Design uart_rx_buf, sky130hd; sources not shown.
Fig. 1: run 1, M1 wires
The bar under the picture is 50 um long.
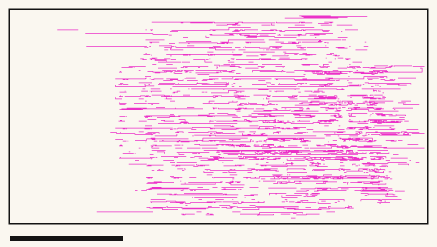
longest straight run: 47.8 um
nets with wire on the layer: 475
main direction: horizontal
share of all routed wire: 44%
wire length on this layer: 6,160 um
DR vias: 3,732
met1 Resource Use GR: 22.87%
routed wire length: 14.13 mm

Fig. 2: run 1, sequential cells grouped by signal name
The bar under the picture is 50 um long.
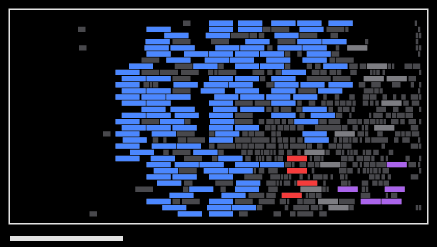
[`wptr_q`] red | flops: 4
[`mem_q`] blue | flops: 128
[`count_q`] purple | flops: 5 | where: bottom right
not colored: 12
Seq area share: 55.48%
Flop area: 4370 um^2

Fig. 3: run 1, close-up of the layout
The bar under the picture is 20 um long. Region (67, 41) to (117, 91) um. Cells in gray, sequential cells in the stronger gray; small squares are vias.
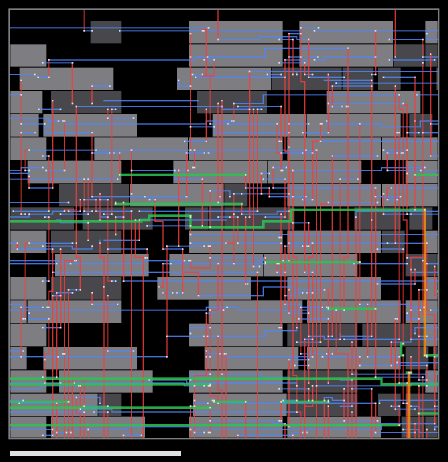
[met3] green
[met2] red
[met1] blue
[met4] orange
most frequent: edfxtp_1 (41), mux4_2 (12), clkbuf_4 (6)
sequential cells in the window: 41
cells with their middle in the window: 72

==> CHANGELOG.md, run 1 <==
## Flow update

- Top-area cell share: about 59%
- Crit Path Class: reg2out
- Largest net degree at the start of global routing: 38
- Worst-margin pin slew: between 0.6 and 0.7 ns
- Clock-pin slew on the worst setup and hold paths: 0.14 ns
- Total grt overflow: 0
- Final setup fails: 7
- Post-DP HPWL: 9.258 mm
- Synth top cell by count: edfxtp_1
- Skew final: ~0.026 ns
- Final worst setup slack: -0.1801 ns
- EDFF count, synth: 128
- Final Critical Period: 3.180 ns
- CTS Buf Count: 17
- Core ar.: 15,660 um^2
- Site Rows: 32
- Switch share: 30.57%
- Power consumption: 5.671 mW
- Synth Instances: just under 400
- I/O pin total: around 85
- Status: finished, violations left
- P&R area growth vs syn: 20.87%
- Layout cell share with drive strength beyond 1: 29.92%
- DIE AREA: 17,390 um^2
- Mapped Area: 6518 um^2
- Clk pwr share: 19.8%
- Initial antenna violation count: 0
- CP Max Fanout: 7
- Power Density: 719.9 nW/um^2
- Starting Density: 41.63%
- Residual DRC: 0
- Global Route Usage Sum: 17.57%
- Chip Width: 184.5 um
- R2R cell count: 11
- Failing checks: setup timing
- CTS tree: done
- Top area cell types: edfxtp_1 (59%), mux4_2 (12%), dfrtp_1 (8.1%)
- CTS Hold Bufs: 0
- Pint: 3.938 mW
- Final count of hold timing violations: 0
- Post-place setup slack: approximately 0.05 ns
- Worst IR drop on VDD: ~310 uV
-- run 1: metal layers --
metal	part of all wire (%)	routed length, um
met1	44	6160
met2	48	6774
met3	7.6	1069
met4	0.90	127
met5	0	0
-- run 1: worst max-delay path, stage by stage (launching register included) --
cell and delay [ns]:
dfrtp_2 0.46, buf_12 0.14, buf_12 0.13, buf_6 0.12, mux4_2 0.42, mux4_2 0.54, a32o_2 0.26, buf_2 0.13
-- run 1: placed cells by master, fill, tap and decap left out, types with 4 or more instances in the layout --
| cell | netlist | routed |
|---|---|---|
| buf_2 | 2 | 8 |
| clkbuf_4 | 0 | 19 |
| inv_1 | 13 | 13 |
| nor2_1 | 18 | 18 |
| a22o_1 | 6 | 6 |
| and2_1 | 15 | 15 |
| nor4_2 | 0 | 4 |
| buf_4 | 24 | 53 |
| xnor2_1 | 7 | 7 |
| dfrtp_1 | 21 | 20 |
| mux4_2 | 34 | 34 |
| a21oi_1 | 9 | 8 |
| ha_1 | 11 | 11 |
| nand3_1 | 6 | 6 |
| nand2_1 | 17 | 17 |
| conb_1 | 2 | 21 |
| buf_12 | 0 | 8 |
| mux2i_1 | 7 | 6 |
| o21ai_0 | 9 | 9 |
| edfxtp_1 | 128 | 128 |
| nor2b_1 | 7 | 7 |
| inv_6 | 0 | 4 |
| xor2_1 | 4 | 4 |
| clkdlybuf4s50_1 | 0 | 28 |
-- run 1: power by group through the flow --
stage	clock network (mW)	registers [mW]	logic (mW)
floorplan	0	2.57	1.14
global placement	0	2.66	1.56
detailed placement	0	2.67	1.59
CTS	1.14	2.62	2.00
global route	1.24	2.64	2.08
finish	1.12	2.62	1.93
-- run 1: repair_timing --
item | in CTS | in global routing
gates cloned | 2 | 0
pin swaps | 11 | 4
endpoints found under the setup margin | 8 | 8
resized | 44 | 1
setup buffers | 17 | 0
-- run 1: metrics by stage --
stage	util, %	TNS, ns	instances	area, um^2	hold slack (ns)
after floorplan	-	0	412	6589	0.1544
after global placement	47.62	0	682	7455	0.5365
after detailed placement	47.62	0	682	7455	0.5414
after CTS	50.60	-1.159	731	7921	0.2409
after global routing	50.32	-1.622	729	7878	0.2192
final	50.32	-0.7646	729	7878	0.2508
-- run 1: area by class of cell --
type                    count  area (um^2)  area share (%)
clock inverters            11        101.3           1.287
multi-input cells         213         1963           24.92
inverters                  13        48.80          0.6194
flip-flops and latches    149         4370           55.48
well taps                 221        276.5           3.510
repair buffers            103        974.7           12.37
clock buffers              19        142.6           1.811
-- run 1: logic make-up (layout without fill, tap and decap cells) --
logic type,after synthesis,in the layout,synth area share [%]
AOI/OAI and AO/OA,43,43,4.512
muxes,43,43,13.17
DFF,149,149,67.04
adders and majority gates,11,11,2.112
xor gates and xnor gates,11,11,1.478
other,2,21,0.1152
buffers and inverters,50,146,4.550
and+or+nand+nor,84,84,7.026
Fig. 4: run 1, pin map
The bar under the picture is 50 um long. Pins as bars across the die edge, other pins in gray.
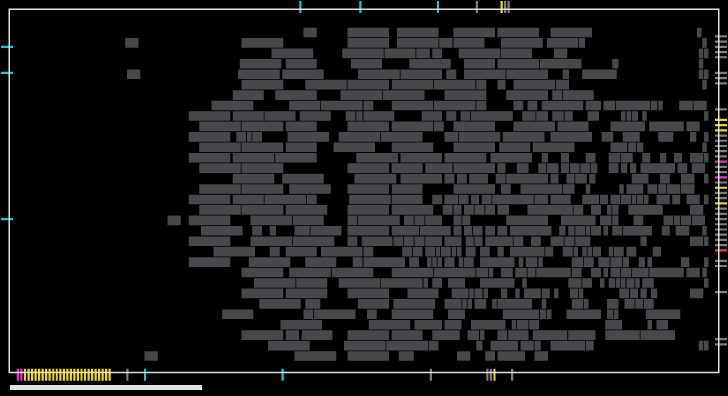

==> run 2: changes to the inputs <==
- CORE_UTILIZATION: 40 -> 57
- PLACE_DENSITY: 0.73 -> 0.94
Fig. 5: run 2, pin map
The bar under the picture is 50 um long. Pins as bars across the die edge, other pins in gray.
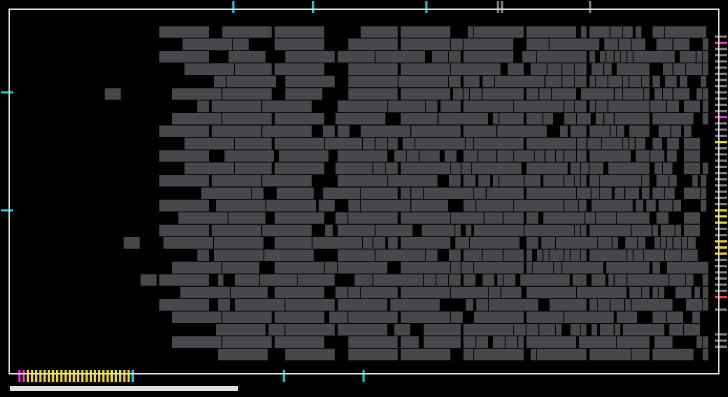
[`paddr`] magenta | pins: 4 | direction: input | edge: 2 bottom, 2 right
[`rx_data`] cyan | pins: 8 | direction: input | edge: 3 top, 3 bottom, 2 left
[`penable`] red | pins: 1 | direction: input | edge: right
[`pwdata`] yellow | pins: 32 | direction: input | edge: 25 bottom, 7 right
Die Ht: 79.61 um
IO buf count: 36
Chip Width: 155.2 um

Fig. 6: run 2, close-up of the layout
The bar under the picture is 20 um long. Region (53, 30) to (103, 80) um. Cells in gray, sequential cells in the stronger gray; small squares are vias.
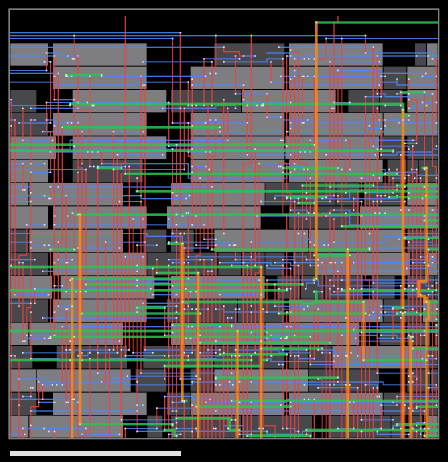
[met3] green
[met4] orange
[met1] blue
[met2] red
cells with their middle in the window: 97
sequential cells in the window: 40
most frequent: edfxtp_1 (40), mux4_2 (16), buf_4 (16)

Fig. 7: run 2, M1 wires
The bar under the picture is 50 um long.
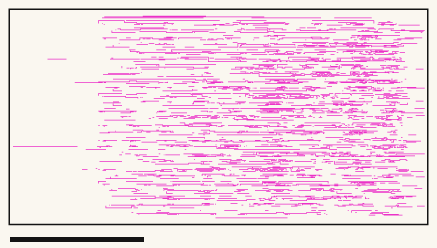
longest straight run: 59.3 um
share of all routed wire: 34%
nets with wire on the layer: 487
wire length on this layer: 6,110 um
main direction: horizontal
met1 Resource Use GR: 37.37%
routed wire length: 18.09 mm

==> CHANGELOG.md, run 2 <==
## Flow update

- Skew final: 0.02473 ns
- Flop area: 4370 um^2
- First-pass GRT wire length: between 20 and 30 mm
- Synth top cell by count: edfxtp_1
- Synth Area per Inst: 16.58 um^2
- Synth unique cells: approximately 47
- Top cells excl fill/tap: edfxtp_1 (128), buf_4 (53), mux4_2 (34), clkdlybuf4s50_1 (28), conb_1 (21)
- CTS Buf Count: 17
- Top area cell types: edfxtp_1 (59%), mux4_2 (12%), dfrtp_1 (8.1%)
- DR vias: 4,340
- EDFF count, synth: 128
- Starting Density: 58.82%
- Final setup fails: 8
- Final count of hold timing violations: 0
- Core ar.: 11,080 um^2
- Initial antenna violation count: 0
- I/O pin total: 85
- CP Max Fanout: 6
- Residual DRC: 0
- Comb area: 1988 um^2
- Global Route Usage Sum: 30.05%
- P&R area growth vs syn: 19.97%
- Total negative setup slack: -1.159 ns
- DIE AREA: 12,360 um^2
- Ys cells: 393
- CTS Buffer Depth: 2
- Total grt overflow: 0
- Top-area cell share: 58.97%
- CTS tree: done
- Mapped Area: 6518 um^2
- Largest net degree at the start of global routing: 38
- Post-DP HPWL: 10.60 mm
- Post-place setup slack: -0.1176 ns
- Synth Instances: 393
- Final Critical Period: 3.181 ns
- R2R cell count: 11
- Status: finished, violations left
- Final worst setup slack: -0.1815 ns
- Commonest Layout Cell: edfxtp_1
- Failing checks: setup timing
- Worst-margin pin slew: between 1 and 1.5 ns
- Layout cell share with drive strength beyond 1: 30.31%
- Clock-pin slew on the worst setup and hold paths: 0.13 ns
- Power Density: 770.8 nW/um^2
- Final hold slack: 0.3766 ns
- Crit Path Class: reg2out
## run 2: cell counts after synthesis
No cell type changed its count.
## run 2: cells by family (layout without fill, tap and decap cells)
family | count (synthesis) | in the layout | synth area share, %
fa+ha+maj | 11 | 11 | 2.112
compound gates | 43 | 43 | 4.512
mux | 43 | 43 | 13.17
simple gates | 84 | 84 | 7.026
buf+inv | 50 | 146 | 4.550
other cells | 2 | 22 | 0.1152
flops | 149 | 149 | 67.04
xor+xnor | 11 | 11 | 1.478
## run 2: power breakdown
part           internal (mW)  switching [mW]
registers               2.43           0.252
clock network          0.567           0.746
logic                   1.05           0.981
## run 2: repair_timing
action,in CTS,in global routing
gates cloned,1,0
pin swaps,13,8
setup endpoints to repair,8,9
gates resized,56,6
buffers inserted,15,3
## run 2: per-layer routing
layer  global-route usage [%]  part of all wire [%]  vias to the layer above
met2                    47.29                    46                      463
met5                        0                     0                        -
met4                    14.22                   4.8                        0
met3                    11.62                    15                      106
met1                    37.37                    34                     2081
li1                         -                     -                     1690
## run 2: per-stage QoR
| step | util, % | power (mW) | cell area [um^2] | instances |
|---|---|---|---|---|
| global placement | 66.15 | 4.137 | 7330 | 607 |
| floorplan | - | 3.710 | 6589 | 412 |
| global route | 70.54 | 6.170 | 7816 | 653 |
| finish | 70.56 | 6.027 | 7819 | 654 |
| CTS | 70.52 | 5.857 | 7814 | 652 |
| detailed placement | 66.15 | 4.232 | 7330 | 607 |
## run 2: layout make-up
type | count | area share (%)
sequential | 149 | 55.90
multi-input combinational | 213 | 25.43
timing repair buffer | 103 | 12.03
tap | 145 | 2.320
clock inverter | 13 | 2.032
clock buffer | 17 | 1.632
inverter | 13 | 0.6241
antenna | 1 | 0.03201
## run 2: critical path, stage by stage, from the launching register on
cell     delay [ns]
dfrtp_2        0.49
buf_12         0.15
buf_4          0.11
mux4_2         0.49
mux4_2         0.55
a32o_1         0.24
buf_2          0.12
Power is estimated from default activity; no workload was simulated.
